File: src/rtl/dcache_types_pkg.sv
// Shared types and mux-select encodings for the 2-way data cache controller.
package dcache_types_pkg;
  typedef enum logic [1:0] {
    S_IDLE      = 2'd0,
    S_TAG_CHECK = 2'd1,
    S_WRITEBACK = 2'd2,
    S_FILL      = 2'd3
  } state_t;

  localparam logic ADDR_CPU    = 1'b0;
  localparam logic ADDR_VICTIM = 1'b1;
  localparam logic DIN_CPU     = 1'b0;
  localparam logic DIN_PMEM    = 1'b1;
endpackage

File: src/rtl/dcache_perf_counter.sv
// Saturating event counter; holds at all-ones instead of wrapping.
module dcache_perf_counter #(
  parameter int CNT_W = 32
) (
  input  logic             clk,
  input  logic             rst_n,
  input  logic             i_inc,
  output logic [CNT_W-1:0] o_count
);
  logic [CNT_W-1:0] r_count;

  always_ff @(posedge clk or negedge rst_n) begin
    if (!rst_n)                         r_count <= '0;
    else if (i_inc && (r_count != '1))  r_count <= r_count + 1'b1;
  end

  assign o_count = r_count;
endmodule

File: src/rtl/dcache_control.sv
// Control FSM for the 2-way set-associative data cache: hit service,
// dirty-victim writeback and line fill, plus hit/miss/writeback counters.
module dcache_control
  import dcache_types_pkg::*;
#(
  parameter int CNT_W = 32
) (
  input  logic             clk,
  input  logic             rst,
  input  logic             cpu_read,
  input  logic             cpu_write,
  output logic             cpu_resp,
  input  logic             hit_way0,
  input  logic             hit_way1,
  input  logic             lru_way,
  input  logic             victim_valid,
  input  logic             victim_dirty,
  output logic             pmem_read,
  output logic             pmem_write,
  input  logic             pmem_resp,
  output logic             addr_sel,
  output logic             data_in_sel,
  output logic [1:0]       data_we,
  output logic [1:0]       tag_load,
  output logic [1:0]       valid_load,
  output logic [1:0]       dirty_load,
  output logic             dirty_in,
  output logic             lru_load,
  output logic             lru_in,
  output logic [CNT_W-1:0] hit_count,
  output logic [CNT_W-1:0] miss_count,
  output logic [CNT_W-1:0] wb_count
);
  state_t r_state, w_next;
  logic   r_refill;
  logic   w_hit, w_hit_way;
  logic   w_hit_inc, w_miss_inc, w_wb_inc;

  assign w_hit     = hit_way0 | hit_way1;
  assign w_hit_way = ~hit_way0;

  always_ff @(posedge clk or negedge rst) begin
    if (!rst) r_state <= S_IDLE;
    else      r_state <= w_next;
  end

  // Refill flag marks the retry after a fill so it is not counted as a first-try hit.
  always_ff @(posedge clk or negedge rst) begin
    if (!rst)                                    r_refill <= 1'b0;
    else if (r_state == S_TAG_CHECK && w_hit)    r_refill <= 1'b0;
    else if (r_state == S_FILL && pmem_resp)     r_refill <= 1'b1;
  end

  always_comb begin
    w_next = r_state;
    case (r_state)
      S_IDLE:      if (cpu_read || cpu_write) w_next = S_TAG_CHECK;
      S_TAG_CHECK: begin
        if (w_hit)                              w_next = S_IDLE;
        else if (victim_valid && victim_dirty)  w_next = S_WRITEBACK;
        else                                    w_next = S_FILL;
      end
      S_WRITEBACK: if (pmem_resp) w_next = S_FILL;
      S_FILL:      if (pmem_resp) w_next = S_TAG_CHECK;
      default:     w_next = S_IDLE;
    endcase
  end

  always_comb begin
    cpu_resp    = 1'b0;
    pmem_read   = 1'b0;
    pmem_write  = 1'b0;
    addr_sel    = ADDR_CPU;
    data_in_sel = DIN_CPU;
    data_we     = 2'b00;
    tag_load    = 2'b00;
    valid_load  = 2'b00;
    dirty_load  = 2'b00;
    dirty_in    = 1'b0;
    lru_load    = 1'b0;
    lru_in      = 1'b0;
    case (r_state)
      S_TAG_CHECK: if (w_hit) begin
        cpu_resp = 1'b1;
        lru_load = 1'b1;
        lru_in   = ~w_hit_way;
        // cpu_write wins over a simultaneous cpu_read
        if (cpu_write) begin
          data_we[w_hit_way]    = 1'b1;
          data_in_sel           = DIN_CPU;
          dirty_load[w_hit_way] = 1'b1;
          dirty_in              = 1'b1;
        end
      end
      S_WRITEBACK: begin
        pmem_write = 1'b1;
        addr_sel   = ADDR_VICTIM;
      end
      S_FILL: begin
        pmem_read = 1'b1;
        addr_sel  = ADDR_CPU;
        if (pmem_resp) begin
          data_we[lru_way]    = 1'b1;
          data_in_sel         = DIN_PMEM;
          tag_load[lru_way]   = 1'b1;
          valid_load[lru_way] = 1'b1;
          dirty_load[lru_way] = 1'b1;
          dirty_in            = 1'b0;
        end
      end
      default: ;
    endcase
  end

  assign w_hit_inc  = (r_state == S_TAG_CHECK) && w_hit && !r_refill;
  assign w_miss_inc = (r_state == S_TAG_CHECK) && !w_hit;
  assign w_wb_inc   = (r_state == S_WRITEBACK) && pmem_resp;

  dcache_perf_counter #(.CNT_W(CNT_W)) u_hit_cnt (
    .clk(clk), .rst_n(rst), .i_inc(w_hit_inc), .o_count(hit_count)
  );
  dcache_perf_counter #(.CNT_W(CNT_W)) u_miss_cnt (
    .clk(clk), .rst_n(rst), .i_inc(w_miss_inc), .o_count(miss_count)
  );
  dcache_perf_counter #(.CNT_W(CNT_W)) u_wb_cnt (
    .clk(clk), .rst_n(rst), .i_inc(w_wb_inc), .o_count(wb_count)
  );
endmodule

File: config.mk
export PLATFORM = sky130hd
export DESIGN_NAME = dcache_control
export DESIGN_NICKNAME = d
export VERILOG_FILES = /design/src/rtl/dcache_types_pkg.sv /design/src/rtl/dcache_perf_counter.sv /design/src/rtl/dcache_control.sv
export SDC_FILE = /design/constraint.sdc
export NUM_CORES = 1
export LEC_CHECK = 0
export CAP_MARGIN = 0
export CORE_ASPECT_RATIO = 1.25
export CORE_UTILIZATION = 36
export DETAILED_ROUTE_END_ITERATION = 10
export HOLD_SLACK_MARGIN = 0.08
export PLACE_DENSITY_LB_ADDON = 0.2
export SKIP_LAST_GASP = 1
export SLEW_MARGIN = 0
export SYNTH_ARGS = -nofsm -noshare
export SYNTH_HDL_FRONTEND = slang
export SYNTH_HIERARCHICAL = 1
export SYNTH_SLANG_ARGS = --single-unit
File: constraint.sdc
create_clock -name clk -period 2.97 [get_ports clk]
set_clock_uncertainty 0.2 [all_clocks]
set_input_delay 0.4455 -clock clk [delete_from_list [all_inputs] [get_ports clk]]
set_output_delay 0.4455 -clock clk [all_outputs]
set_load 0.05 [all_outputs]
Fig. 1: placement by RTL instance
Other cells in grey.
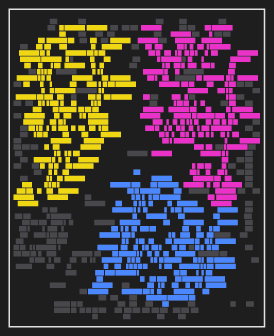
[blue] u_hit_cnt | cells: 153
[magenta] u_wb_cnt | cells: 154
[yellow] u_miss_cnt | cells: 152
not coloured: 175
Die ar.: 15,100 um2
fin cells: 809
Util after Layout: 0.500

Fig. 2: where the registers sit
Other sequential cells in the stronger grey, the rest of the logic in the fainter grey.
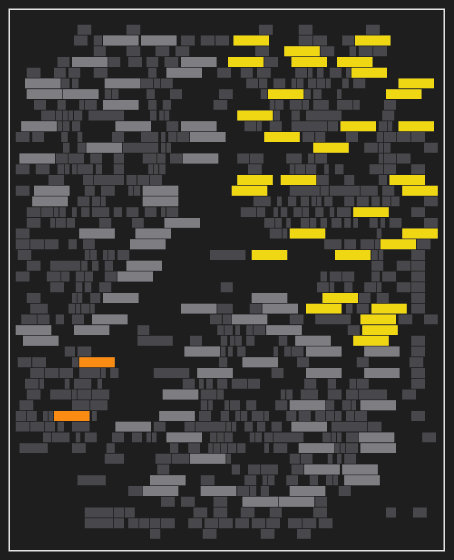
[orange] r_state | sequential cells: 2
[yellow] u_wb_cnt/o_count | sequential cells: 32
Power Sequential: 0.00162 W
Flop area: 2480 um2
Seq area share: 0.354

Fig. 3: track usage over the die
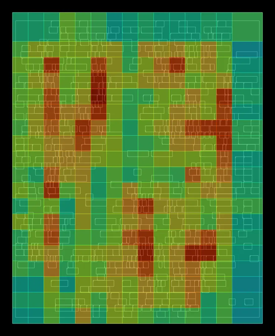
Most Used Layer, Global Route: met2
met3 Track Usage GR: 0.0362
met2 GRT Util: 0.309
GRT Util Overall: 0.180
Routed WL per cell: 15.9 um

Fig. 4: wires at chosen ports, followed through buffers
The bar under the picture is 20 um long.
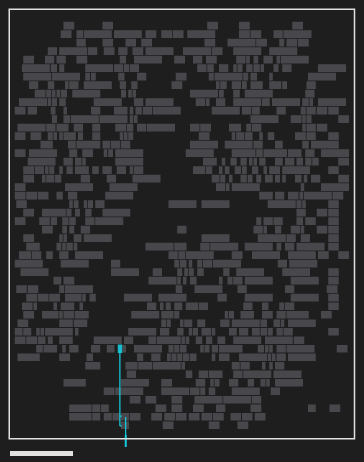
[cyan] cpu_resp | direction: output | end cells: 1 | buffers: 1 | wire: 31.2 um
IO buf count: 121
I/O pins: 122

sequential cells by signal (all words and copies together) (netlist names):
signal / count
r_refill: 1
r_state: 2
u_hit_cnt/o_count: 32
u_miss_cnt/o_count: 32
u_wb_cnt/o_count: 32
critical path: stages, from the launching register on:
cell	delay [ns]
dfrtp_1	0.41
inv_1	0.11
ha_1	0.28
clkdlybuf4s50_1	0.85
final cells by class:
cell class	count	area [um2]	area share
clock buffers	9	225	0.0322
clock inverters	7	51.3	0.00733
inverters	8	30.0	0.00429
multi-input cells	375	2650	0.378
flip-flops and latches	99	2480	0.354
well taps	175	219	0.0313
repair buffers	136	1350	0.193
per-stage QoR:
| stage | cell area (um2) | cells | hold slack (ns) |
|---|---|---|---|
| 2_1_floorplan | 5240 | 494 | -0.0501 |
| 3_3_place_gp | 6720 | 792 | 0.275 |
| 3_5_place_dp | 6720 | 792 | 0.281 |
| 4_1_cts | 7000 | 809 | 0.297 |
| 5_1_grt | 7000 | 809 | 0.319 |
| 6_report | 7000 | 809 | 0.296 |
Yosys cell counts (2+ instances only):
cell      number
nor3_1         9
nand2_2        3
mux2_2         3
ha_1           8
nor2b_1        3
nor4_2         3
xor2_1        15
or4_4          6
nor2_1        31
mux2i_1        2
nand4_2        3
nand4_1       45
and4_1        12
nand3_2        3
a31oi_1        3
buf_4          6
mux2_1         3
nand3_1       45
inv_1          8
a21oi_1        6
nor4_1         9
and3_1         7
nand3b_1       3
o31ai_4        3
nor3_2         6
nand2_1       50
nor4_4         3
clkbuf_1       3
dfrtp_1       99
buf_6          3
xnor2_1       72
o211ai_1       6
power by group:
part,switching [W],internal [W],total [W]
clock network,0.000521,0.000572,0.00109
logic,0.000865,0.000495,0.00136
registers,0.000157,0.00146,0.00162
total,0.00154,0.00253,0.00407
==> results.tsv <==
stage	metric	value	unit
worst_hold_path	Hold Path End	r_refill$_DFFE_PN0P_	
layout	layout cell share with drive strength beyond 1	0.134	
synth	dominant register cell	dfrtp_1	
worst_hold_path	Hold Crit Depth	1	
floorplanning	FP Core Util	0.375	
clock_tree	number of CTS-inserted buffers	9	
sta	RSZ-0062 raised after global routing	no	
synth	post-synth design cell area	5240	um2
critical_path	Worst Reg-to-Reg Cells	9	
critical_path	critical path endpoint	addr_sel	
layout	diodes inserted	0	
clock_tree	root buffer cell	clkbuf_16	
global_routing	grt total ovfl	0	
sta	final hold violations	0	
critical_path	Critical Path Source Type	flip-flop	
clock_tree	clk buf depth	2	
detailed_routing	DRT met1 WL	5590	um
clock_tree	Sink Count	99	
detailed_routing	Iter 0 DRT Violations	172	
global_routing	vias in the first global route	4203	
clock_tree	Latency at later pin	0.35	ns
synth	mux share	0.0167	
worst_hold_path	HP Class	flip-flop to flip-flop	
clock_tree	CTS Hold Bufs	1	
pwr	IR drop worst, VDD	0.000466	V
floorplanning	chip height	137	um
detailed_routing	routed wl met3	506	um
pwr	leak pwr	2.84	nW
layout	fin nets	647	
sta	Total Neg Setup Slack	0	ns
layout	FILL cells	1302	
sta	fmax	379	MHz
placed_design	Detailed Place HPWL	9660	um
synth	Top cells by area	dfrtp_1 (47%), xnor2_1 (12%), nand4_1 (5.4%)	
layout	Layout area overhead	33.5	%
synth	register bit total from synthesis	99	
placed_design	pre-CTS WS	0.230	ns
run	max-cap check violation count	0	
critical_path	r2r setup slk	0.48	ns
clock_tree	clock transition at the registers of the reported paths	0.06	ns
detailed_routing	drt total wl	12900	um
detailed_routing	vias per cell	5.28	
clock_tree	CTS tree	done	
floorplanning	die width	110	um
detailed_routing	top layer in use	met4	
sta	setup ws final	0.329	ns
synth	floorplan net count	512	
synth	yosys stat chip area	5240	um2
sta	actual slew at the worst max-slew pin	0.607	ns
pwr	Total Power	0.00407	W
global_routing	first-pass GRT wire length	20900	um
pwr	Pwr Density	581	nW/um2
floorplanning	CORE AREA	14000	um2
sta	Slew Limit Headroom	0.592	
clock_tree	setup repair bufs after CTS	0	
layout	most instantiated logic cells after routing	clkdlybuf4s50_1 (107), dfrtp_1 (99), xnor2_1 (72)	
critical_path	Critical R2R Capture	u_hit_cnt/o_count[31]$_DFFE_PN0P_	
synth	Async SR Flop Fraction	1.00	
global_routing	largest net degree at the start of global routing	56	
synth	Post-Synth AOI/OAI Area	0.0427	
critical_path	CP required	2.32	ns
outcome	status	complete, no violations	
critical_path	RR Startpoint	r_state[1]$_DFFE_PN0P_	
detailed_routing	Detailed Routing Iterations Pass 1	4	
global_routing	number of antenna violations at the first check in global routing	0	
synth	post-synthesis adder-cell area fraction	0.0191	
sta	Final setup violation count	0	
critical_path	Setup crit end kind	primary output	
critical_path	Critical Path Fanout Max	6	
critical_path	CP arrival	2.00	ns
synth	# Cells Yosys	494	
sta	fin crit period	2.64	ns
synth	Top-area cell share	0.472	
placed_design	RD Place Congestion	0.856	
detailed_routing	DRC Markers	0	
worst_hold_path	Hold Crit Start	r_refill$_DFFE_PN0P_	
sta	Final Cycle Share	0.889	
detailed_routing	antenna viol nets, final	0	
synth	area leader, netlist	dfrtp_1	
detailed_routing	met2 wire len	6610	um
synth	Cells after Synth	494	
critical_path	critical path type	flip-flop to primary output	
synth	Mean Syn Cell Area	10.6	um2
synth	Synth warnings	6	
critical_path	Critical Path Source	r_state[0]$_DFFE_PN0P_	
clock_tree	H-tree levels	3	
layout	most frequent logic cell in the layout	clkdlybuf4s50_1	
sta	Max Slew Vio Count	0	
detailed_routing	vias	4273	
global_routing	M1 GR Usage	0.224	
floorplanning	# rows	48	
synth	Main logic family	simple AND/OR/NAND/NOR gates	
synth	flip-flops with a built-in enable	0	
synth	Simple Share, Synth	0.281	
synth	XOR-XNOR Cells, Area Fraction	0.145	
clock_tree	# resized after CTS	0	
synth	Seq/Total Area, Yosys	0.472	
run	tool warnings	30	
synth	Unique cell types	45	
Power figures rest on the tool's default switching activity, not on a simulated workload.
